Fig. 1: run 1, port wiring
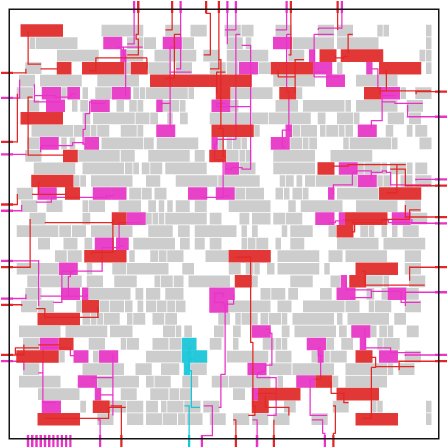
Fig. 2: run 1, clock network drawn from the DEF
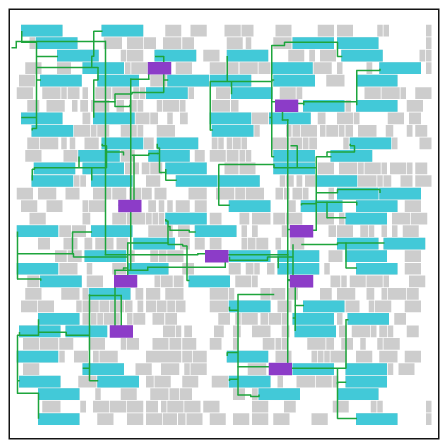
Fig. 3: run 1, cell outlines without signal wires
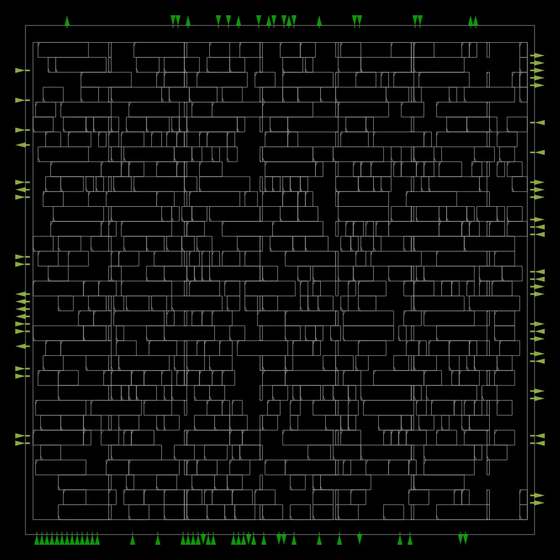
$ cat config.mk
export PLATFORM = sky130hd
export DESIGN_NAME = gpio_irq_aggregator
export DESIGN_NICKNAME = d
export VERILOG_FILES = /design/src/rtl/gpio_irq_aggregator.sv
export SDC_FILE = /design/constraint.sdc
export NUM_CORES = 1
export LEC_CHECK = 0
export CAP_MARGIN = 20
export CORE_UTILIZATION = 54
export DETAILED_ROUTE_END_ITERATION = 6
export PLACE_DENSITY_LB_ADDON = 0.08
export SLEW_MARGIN = 15
export SYNTH_ARGS = -nofsm -noshare
export SYNTH_HDL_FRONTEND = slang
export SYNTH_SLANG_ARGS = --single-unit
$ cat constraint.sdc
create_clock -name PCLK -period 4.69 [get_ports PCLK]
set_input_delay 0.938 -clock PCLK [delete_from_list [all_inputs] [get_ports PCLK]]
set_output_delay 0.938 -clock PCLK [all_outputs]
set_load 0.03 [all_outputs]
$ cat src/rtl/gpio_irq_aggregator.sv
// APB3 interrupt aggregator for the GPIO block: per-source edge/level capture, enable masking,
// registered IRQ/IRQ_ID and a claim register. Optional input synchroniser: GPIO_IRQ_SYNC_EN.
module gpio_irq_aggregator #(
    parameter int NUM_IRQ = 21,
    parameter int ID_W    = 5
) (
    input  logic                PCLK,
    input  logic                PRESET,
    input  logic [NUM_IRQ-1:0]  INT_IN,
    input  logic [7:0]          PADDR,
    input  logic                PSEL,
    input  logic                PENABLE,
    input  logic                PWRITE,
    input  logic [31:0]         PWDATA,
    output logic [31:0]         PRDATA,
    output logic                PREADY,
    output logic                PSLVERR,
    output logic                IRQ,
    output logic [ID_W-1:0]     IRQ_ID
);

    localparam logic [5:0]         W_PENDING = 6'd0;
    localparam logic [5:0]         W_ENABLE  = 6'd1;
    localparam logic [5:0]         W_MODE    = 6'd2;
    localparam logic [5:0]         W_CLEAR   = 6'd3;
    localparam logic [5:0]         W_CLAIM   = 6'd4;
    localparam logic [NUM_IRQ-1:0] ZERO_N    = {NUM_IRQ{1'b0}};
    localparam logic [NUM_IRQ-1:0] ONE_N     = {{(NUM_IRQ-1){1'b0}}, 1'b1};
    localparam logic [ID_W-1:0]    ZERO_ID   = {ID_W{1'b0}};
    localparam logic [ID_W-1:0]    ONE_ID    = {{(ID_W-1){1'b0}}, 1'b1};

    // Lowest set index plus one; zero when no bit is set.
    function automatic logic [ID_W-1:0] prio_id(input logic [NUM_IRQ-1:0] v);
        logic [ID_W-1:0] id;
        id = ZERO_ID;
        for (int i = NUM_IRQ - 32'sd1; i >= 32'sd0; i--) begin
            id = v[i] ? (ID_W'(i) + ONE_ID) : id;
        end
        return id;
    endfunction

    // One-hot of the lowest set bit (two's-complement isolate).
    function automatic logic [NUM_IRQ-1:0] lowest_bit(input logic [NUM_IRQ-1:0] v);
        return v & (~v + ONE_N);
    endfunction

    logic [NUM_IRQ-1:0] pending_r, enable_r, mode_r, int_q_r;
    logic [NUM_IRQ-1:0] src_s, set_s, active_s, clear_s, claim_clr_s;
    logic [NUM_IRQ-1:0] pending_nxt_s, enable_nxt_s, mode_nxt_s, wdata_s;
    logic [ID_W-1:0]    claim_id_s;
    logic [5:0]         word_s;
    logic               access_s, addr_err_s, wr_s, rd_s;
    logic [31:0]        rdata_s;
    logic               irq_r;
    logic [ID_W-1:0]    irq_id_r;
    logic               unused_s;

`ifdef GPIO_IRQ_SYNC_EN
    logic [NUM_IRQ-1:0] sync1_r, sync2_r;

    // Two-flop synchroniser for sources from an unrelated clock domain.
    always_ff @(posedge PCLK or posedge PRESET) begin
        if (PRESET) begin
            sync1_r <= ZERO_N;
            sync2_r <= ZERO_N;
        end else begin
            sync1_r <= INT_IN;
            sync2_r <= sync1_r;
        end
    end

    assign src_s = sync2_r;
`else
    assign src_s = INT_IN;
`endif

    assign word_s   = PADDR[7:2];
    assign wdata_s  = PWDATA[NUM_IRQ-1:0];
    assign unused_s = ^{PADDR[1:0], PWDATA[31:NUM_IRQ]};
    assign access_s = PSEL & PENABLE;

    // Address/direction legality for the current access.
    always_comb begin
        addr_err_s = 1'b0;
        case (word_s)
            W_PENDING: addr_err_s = PWRITE;
            W_ENABLE:  addr_err_s = 1'b0;
            W_MODE:    addr_err_s = 1'b0;
            W_CLEAR:   addr_err_s = ~PWRITE;
            W_CLAIM:   addr_err_s = PWRITE;
            default:   addr_err_s = 1'b1;
        endcase
    end

    assign wr_s = access_s & PWRITE & ~addr_err_s;
    assign rd_s = access_s & ~PWRITE & ~addr_err_s;

    assign active_s   = pending_r & enable_r;
    assign claim_id_s = prio_id(active_s);
    assign set_s      = (mode_r & src_s & ~int_q_r) | (~mode_r & src_s);

    // Clear sources: W1C write and the claim side effect; errored accesses never reach here.
    always_comb begin
        clear_s     = ZERO_N;
        claim_clr_s = ZERO_N;
        if (wr_s && (word_s == W_CLEAR)) begin
            clear_s = wdata_s;
        end else begin
            clear_s = ZERO_N;
        end
        if (rd_s && (word_s == W_CLAIM)) begin
            claim_clr_s = lowest_bit(active_s);
        end else begin
            claim_clr_s = ZERO_N;
        end
    end

    // Set has priority over clear, so a source still asserting re-pends on the claim edge.
    assign pending_nxt_s = (pending_r & ~(clear_s | claim_clr_s)) | set_s;

    // Next values of the RW configuration registers.
    always_comb begin
        enable_nxt_s = enable_r;
        mode_nxt_s   = mode_r;
        if (wr_s && (word_s == W_ENABLE)) begin
            enable_nxt_s = wdata_s;
        end else begin
            enable_nxt_s = enable_r;
        end
        if (wr_s && (word_s == W_MODE)) begin
            mode_nxt_s = wdata_s;
        end else begin
            mode_nxt_s = mode_r;
        end
    end

    // Interrupt state and registered outputs.
    always_ff @(posedge PCLK or posedge PRESET) begin
        if (PRESET) begin
            pending_r <= ZERO_N;
            enable_r  <= ZERO_N;
            mode_r    <= ZERO_N;
            int_q_r   <= ZERO_N;
            irq_r     <= 1'b0;
            irq_id_r  <= ZERO_ID;
        end else begin
            pending_r <= pending_nxt_s;
            enable_r  <= enable_nxt_s;
            mode_r    <= mode_nxt_s;
            int_q_r   <= src_s;
            irq_r     <= |active_s;
            irq_id_r  <= claim_id_s;
        end
    end

    // Read mux; forced to zero while reset is asserted so a dropped access returns nothing.
    always_comb begin
        rdata_s = 32'd0;
        if (rd_s && !PRESET) begin
            case (word_s)
                W_PENDING: rdata_s = {{(32-NUM_IRQ){1'b0}}, pending_r};
                W_ENABLE:  rdata_s = {{(32-NUM_IRQ){1'b0}}, enable_r};
                W_MODE:    rdata_s = {{(32-NUM_IRQ){1'b0}}, mode_r};
                W_CLAIM:   rdata_s = {{(32-ID_W){1'b0}}, claim_id_s};
                default:   rdata_s = 32'd0;
            endcase
        end else begin
            rdata_s = 32'd0;
        end
    end

    assign PRDATA  = rdata_s;
    assign PSLVERR = access_s & addr_err_s & ~PRESET;
    assign PREADY  = 1'b1;
    assign IRQ     = irq_r;
    assign IRQ_ID  = irq_id_r;

endmodule

==> results.ini, run 1 <==
[critical_path]
path_max_fanout=11
r2r_start=enable_r[2]$_DFFE_PP0P_
crit_required_ns=3.75
worst-setup-path-type=input port to output pin
reg2reg_depth=6
crit_path_start_kind=input port
r2r-end=pending_r[18]$_DFF_PP0_
worst_setup_path_end_kind=output pin
worstPathArrival_ns=3.08

[min_path]
hp-class=flop to flop
min_delay_worst_endpoint=mode_r[16]$_DFFE_PP0P_
hp-start=mode_r[16]$_DFFE_PP0P_
min_path_cells=1

[global_routing]
use_met1_pct=36.0
grt_max_degree=50
overflow=0
grt_most_used_layer=met2
antenna_found_initial=0
grt_pass1_vias=3602
met2_usage_pct=45.1
grtUsageMet3_pct=3.61
grt_usage_pct=27.2

[run]
maxCapViolations=0
warnings=39

[floorplan]
die_w_um=92.9
die_y_um=92.9
initial_core_util_pct=56.8
dieArea_um2=8620
core_um2=7850

[cells_and_area]
nets=570
drive_gt1_share_pct=19.6
syn2layout_area_growth_pct=22.9

[cts]
htreeDepth=3
cts_sinks=90
cts_buffers=9
post_cts_buffers=0
post_cts_resize_count=0
cts.path.max_buffers=2
cts_root_buf=clkbuf_8
cts_tree=built
hold_buffers=0

[synthesis]
flop_cell=dfrtp_1
yosysCellCount=418
largest_area_cell=dfrtp_1
postSynthSeqShare_pct=50.5
edf_count=0
synth_chip_area_um2=4460
synth-async-reset-ratio_pct=100
syn_area_per_cell_um2=10.7
netlist_area_um2=4460
syn_inst=418
area_leaders=dfrtp_1 (51%), mux2_2 (10%), nand2_1 (5.5%), mux2i_1 (4.7%), nor2_1 (3.5%)
synth_flops=90
synth-warning-count=0

[routing]
first_iter_violations=194
ant_nets=0
wl_per_cell_um=18.1
via_per_inst=5.93
vias=3625
drc=0

[sta]
layout_min_cycle_time_ns=4.02
period_used_pct=85.7
finalSetupViolCount=0
finalSetupTns_ns=0
finalHoldViolations=0
maxSlewHeadroom_pct=46.1
tightest_slew_ns=0.802
rsz0062_at_grt=false
fmax_mhz=249

[place]
place.gp.congestion=0.905
dp.cells=595
place_hpwl_um=8020

[pwr]
total_leakage_power_nw=2.32
vdd_drop_max_v=0.000166
p_per_area_nw_per_um2=294

[outcome]
outcome=completed

-- Fig. 1 (at the start) --
`PENABLE` -> cyan  # bits 1, direction input, end cells 4, buffers 1, wire 24.6 um
`PWDATA` -> magenta  # bits 32, direction input, end cells 63, buffers 21, wire 714 um
`INT_IN` -> red  # bits 21, direction input, end cells 42, buffers 21, wire 533 um
Port Buffers: 80
I/O Pins: 106

-- Fig. 2 (at the start) --
clock drivers -> purple  # count 9
clock wires -> green  # length 980 um
flip-flops -> cyan  # count 90
flops lie = all over the die
Clock power frac: 29.6%
clock skew: 0.0105 ns
clk pwr: 0.000477 W
worst skew pair latency: 0.36 ns

-- Fig. 3 (at the start) --
fillers: 625
Rows: 32
Final Util: 69.8%

## run 1: power breakdown
group          switching [W]  internal, W
sequential         0.0000291     0.000818
clock               0.000281     0.000196
combinational       0.000164     0.000125
total               0.000475      0.00114
## run 1: critical path: stages
cell,delay [ns]
clkdlybuf4s50_1,0.63
buf_4,0.25
nor2b_1,0.20
buf_4,0.23
nand2_1,0.07
o21ai_0,0.10
a21oi_1,0.10
a311oi_1,0.33
buf_4,0.23
## run 1: flip-flops by register name (all words and copies together) (netlist names)
signal,count
int_q_r,21
enable_r,21
mode_r,21
IRQ_ID,5
pending_r,21
IRQ,1
## run 1: final cells by class
type,instances,area [um^2]
Clock buffer,9,124
Clock inverter,7,56.3
Fill cell,625,2370
Inverter,2,8.76
Multi-Input combinational cell,309,2070
Sequential cell,90,2250
Tap cell,102,128
Timing Repair Buffer,92,838
## run 1: worst max-delay path by stage
stage	from	endpoint	slack, ns	cells after the start
floorplan	PADDR[2]	PRDATA[10]	1.21	6
global placement	PADDR[2]	PRDATA[0]	0.73	9
detailed placement	PADDR[2]	PRDATA[0]	0.68	9
CTS	PADDR[2]	PRDATA[0]	0.66	9
global route	PADDR[3]	PRDATA[1]	0.49	8
finish	PADDR[2]	PRDATA[0]	0.67	9
## run 1: cells in the final DEF (no fill, tap or decap), drive strengths merged, types with 2 or more instances in the layout
master / count
nor2b: 3
mux2: 42
a32o: 15
nand2: 66
nand3: 12
a222oi: 2
and4: 2
o2bb2ai: 3
a22oi: 11
a211oi: 3
conb: 12
clkbuf: 9
buf: 33
and3: 6
dfrtp: 90
a21oi: 22
clkdlybuf4s50: 59
mux2i: 21
a22o: 9
nand4: 7
clkinv: 7
o21ai: 6
a221oi: 4
and2: 4
nor2: 43
a32oi: 4
## run 1: through the flow
step                      util [%]  hold WS (ns)  setup slack [ns]  power (W)  instance area, um^2
after floorplan                  -         0.480              1.21    0.00102                 4500
after global placement        67.5         0.501             0.730    0.00115                 5300
final                         69.8         0.529             0.669    0.00161                 5480
after global routing          69.8         0.567             0.486    0.00168                 5480
after detailed placement      67.5         0.512             0.676    0.00115                 5300
after CTS                     69.8         0.534             0.664    0.00163                 5480
## run 1: cell families (layout without fill, tap and decap cells)
group                    count (synthesis)  count (layout)  synth area share [%]
flip-flops                              90              90                  50.5
other                                    2              12                 0.168
buffers and inverters                   29             110                  4.01
AND-OR/OR-AND                           85              85                  14.4
multiplexers                            63              63                  15.3
AND/OR/NAND/NOR                        148             148                  15.3
adder cells (fa/ha/maj)                  1               1                 0.225
## run 1: cells in the mapped netlist, drive strengths merged (3+ instances only)
library cell,count
nand3,12
mux2,42
o2bb2ai,3
a22o,9
a22oi,11
buf,21
a221oi,4
a21oi,22
and2,4
nand4,7
a32oi,4
mux2i,21
and3,6
dfrtp,90
a32o,15
nor2b,3
o21ai,6
clkbuf,6
nor2,43
a211oi,3
nand2,66
## run 1: per-layer routing
layer | vias to the layer above | part of all wire [%]
li1 | 1687 | -
met1 | 1794 | 43
met2 | 127 | 50
met3 | 17 | 5.1
met4 | 0 | 1.9
met5 | - | 0
Fig. 4: run 1, I/O pins on the die edge
Pins as bars across the die edge, other pins in gray.
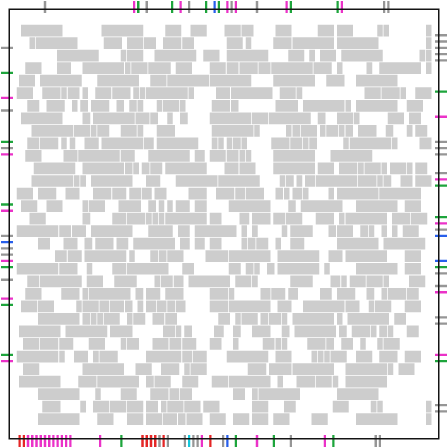

==> inputs of run 2 (changes only) <==
--- a/config.mk
+++ b/config.mk
@@ -6,6 +6,7 @@
 export NUM_CORES = 1
 export LEC_CHECK = 0
 export CAP_MARGIN = 20
+export CORE_MARGIN = 4
 export CORE_UTILIZATION = 54
 export DETAILED_ROUTE_END_ITERATION = 6
 export PLACE_DENSITY_LB_ADDON = 0.08
Fig. 5: run 2, I/O pins on the die edge
Pins as bars across the die edge, other pins in gray.
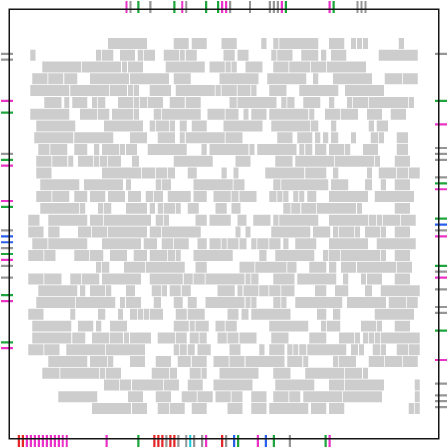
`PWDATA` -> magenta  # pins 32, direction input, edge 15 bottom, 6 top, 6 left, 5 right
`PENABLE` -> cyan  # pins 1, direction input, edge bottom
`IRQ_ID` -> blue  # pins 5, direction output, edge 2 left, 2 bottom, 1 right
`PADDR` -> red  # pins 8, direction input, edge bottom
`INT_IN` -> green  # pins 21, direction input, edge 6 top, 6 left, 5 right, 4 bottom
all pins by edge = 37 bottom, 25 right, 23 top, 21 left
Die Height: 98.9 um
Die X: 98.9 um

==> results.ini, run 2 <==
[place]
place_hpwl_um=8190  ; was 8020 um

[routing]
drc=0  ; unchanged
ant_nets=0  ; unchanged
first_iter_violations=192  ; was 194

[global_routing]
grt_max_degree=42  ; was 50
grt_usage_pct=23.8  ; was 27.2%
grt_pass1_vias=3763  ; was 3602

[min_path]
hp-start=mode_r[7]$_DFFE_PP0P_  ; was mode_r[16]$_DFFE_PP0P_

[critical_path]
critical-path-max-stage-delay_ns=0.44  ; was 0.63 ns
worst_setup_path_end_kind=output pin  ; unchanged
worst-setup-path-type=input port to output pin  ; unchanged
crit_path_start_kind=input port  ; unchanged
path_max_fanout=29  ; was 11
crit_required_ns=3.75  ; about the same

[synthesis]
netlist_area_um2=4460  ; unchanged
flop_cell=dfrtp_1  ; unchanged
edf_count=0  ; unchanged
common_cells=dfrtp_1 (90), nand2_1 (65), nor2_1 (41), mux2_2 (40), a21oi_1 (22)  ; unchanged
largest_area_cell=dfrtp_1  ; unchanged
area_leaders=dfrtp_1 (51%), mux2_2 (10%), nand2_1 (5.5%), mux2i_1 (4.7%), nor2_1 (3.5%)  ; unchanged
synth_flops=90  ; unchanged
post_synth_and_or_nand_nor_area_fraction_pct=15.3  ; unchanged
synth-warning-count=0  ; unchanged

[cts]
clock.latency.late_pin_ns=0.35  ; was 0.36 ns
post_cts_resize_count=0  ; unchanged
cts_root_buf=clkbuf_8  ; unchanged
hold_buffers=0  ; unchanged
post_cts_buffers=0  ; unchanged
cts_sinks=90  ; unchanged
cts.path.max_buffers=2  ; unchanged
htreeDepth=3  ; unchanged

[outcome]
outcome=completed  ; unchanged

[sta]
rsz0062_at_grt=false  ; unchanged
fin_skew_ns=0.0108  ; was 0.0105 ns
maxSlewHeadroom_pct=57.3  ; was 46.1%
finalSetupTns_ns=0  ; unchanged
layout_min_cycle_time_ns=3.84  ; was 4.02 ns

[cells_and_area]
syn2layout_area_growth_pct=24.8  ; was 22.9%
utilization_pct=70.6  ; was 69.8%
fill_cells=599  ; was 625

[pwr]
p_clk_share_pct=35.9  ; was 29.6%
swShare_pct=26.1  ; was 29.4%
total_leakage_power_nw=2.37  ; was 2.32 nW
pwr-share-comb_pct=16.5  ; was 18.0%
p_total_w=0.00178  ; was 0.00161 W

[floorplan]
core_um2=7890  ; was 7850 um^2

run 2: cell counts after synthesis:
No cell type changed its count.
run 2: kinds of logic (layout without fill, tap and decap cells):
logic type               Yosys count  in the layout
multiplexers                      63             63
buffers and inverters             29            109
AND/OR/NAND/NOR                  148            148
adder cells (fa/ha/maj)            1              1
AND-OR/OR-AND                     85             85
flip-flops                        90             90
other                              2             12
run 2: per-layer routing:
layer	track usage (%)	routed length, um	up-vias
li1	-	-	1679
met1	30.7	4780	1803
met2	40.2	5730	134
met3	5.02	701	14
met4	7.46	110	0
met5	0	0	-
run 2: area by class of cell:
type / count / area (um^2) / share of cell area [%]
timing repair buffer: 92 / 863 / 15.5
tap: 102 / 128 / 2.29
multi-input combinational: 309 / 2070 / 37.3
inverter: 2 / 8.76 / 0.157
sequential: 90 / 2250 / 40.5
clock buffer: 11 / 141 / 2.54
clock inverter: 4 / 98.8 / 1.78
run 2: power by group through the flow:
| stage | logic, W | registers [W] | clock network, W |
|---|---|---|---|
| 2_1_floorplan | 0.000138 | 0.000885 | 0 |
| 3_3_place_gp | 0.000286 | 0.000859 | 0 |
| 3_5_place_dp | 0.000291 | 0.000860 | 0 |
| 4_1_cts | 0.000294 | 0.000845 | 0.000646 |
| 5_1_grt | 0.000317 | 0.000852 | 0.000676 |
| 6_report | 0.000293 | 0.000846 | 0.000638 |
run 2: worst max-delay path, delay by kind of cell:
kind                       cells  cell delay (ns)
AOI/OAI and AO/OA              1             0.17
buffers and inverters          3             0.83
adders and majority gates      1             0.33
and+or+nand+nor                3             0.62
run 2: through the flow:
stage,worst slack (ns),instances,hold slack [ns]
3_3_place_gp,0.909,594,0.504
3_5_place_dp,0.898,595,0.519
5_1_grt,0.672,610,0.558
4_1_cts,0.882,610,0.538
6_report,0.846,610,0.536
2_1_floorplan,1.21,428,0.480
run 2: final timing paths:
check,end,slack [ns],cells after the start
min in group asynchronous,enable_r[20]$_DFFE_PP0P_,0.98,2
max in group asynchronous,enable_r[8]$_DFFE_PP0P_,3.02,3
worst max register to register,pending_r[18]$_DFF_PP0_,2.42,6
worst min-delay path,mode_r[7]$_DFFE_PP0P_,0.54,1
worst min register to register,mode_r[7]$_DFFE_PP0P_,0.54,1
worst max-delay path,PRDATA[1],0.85,8
Power figures rest on the tool's default switching activity, not on a simulated workload.
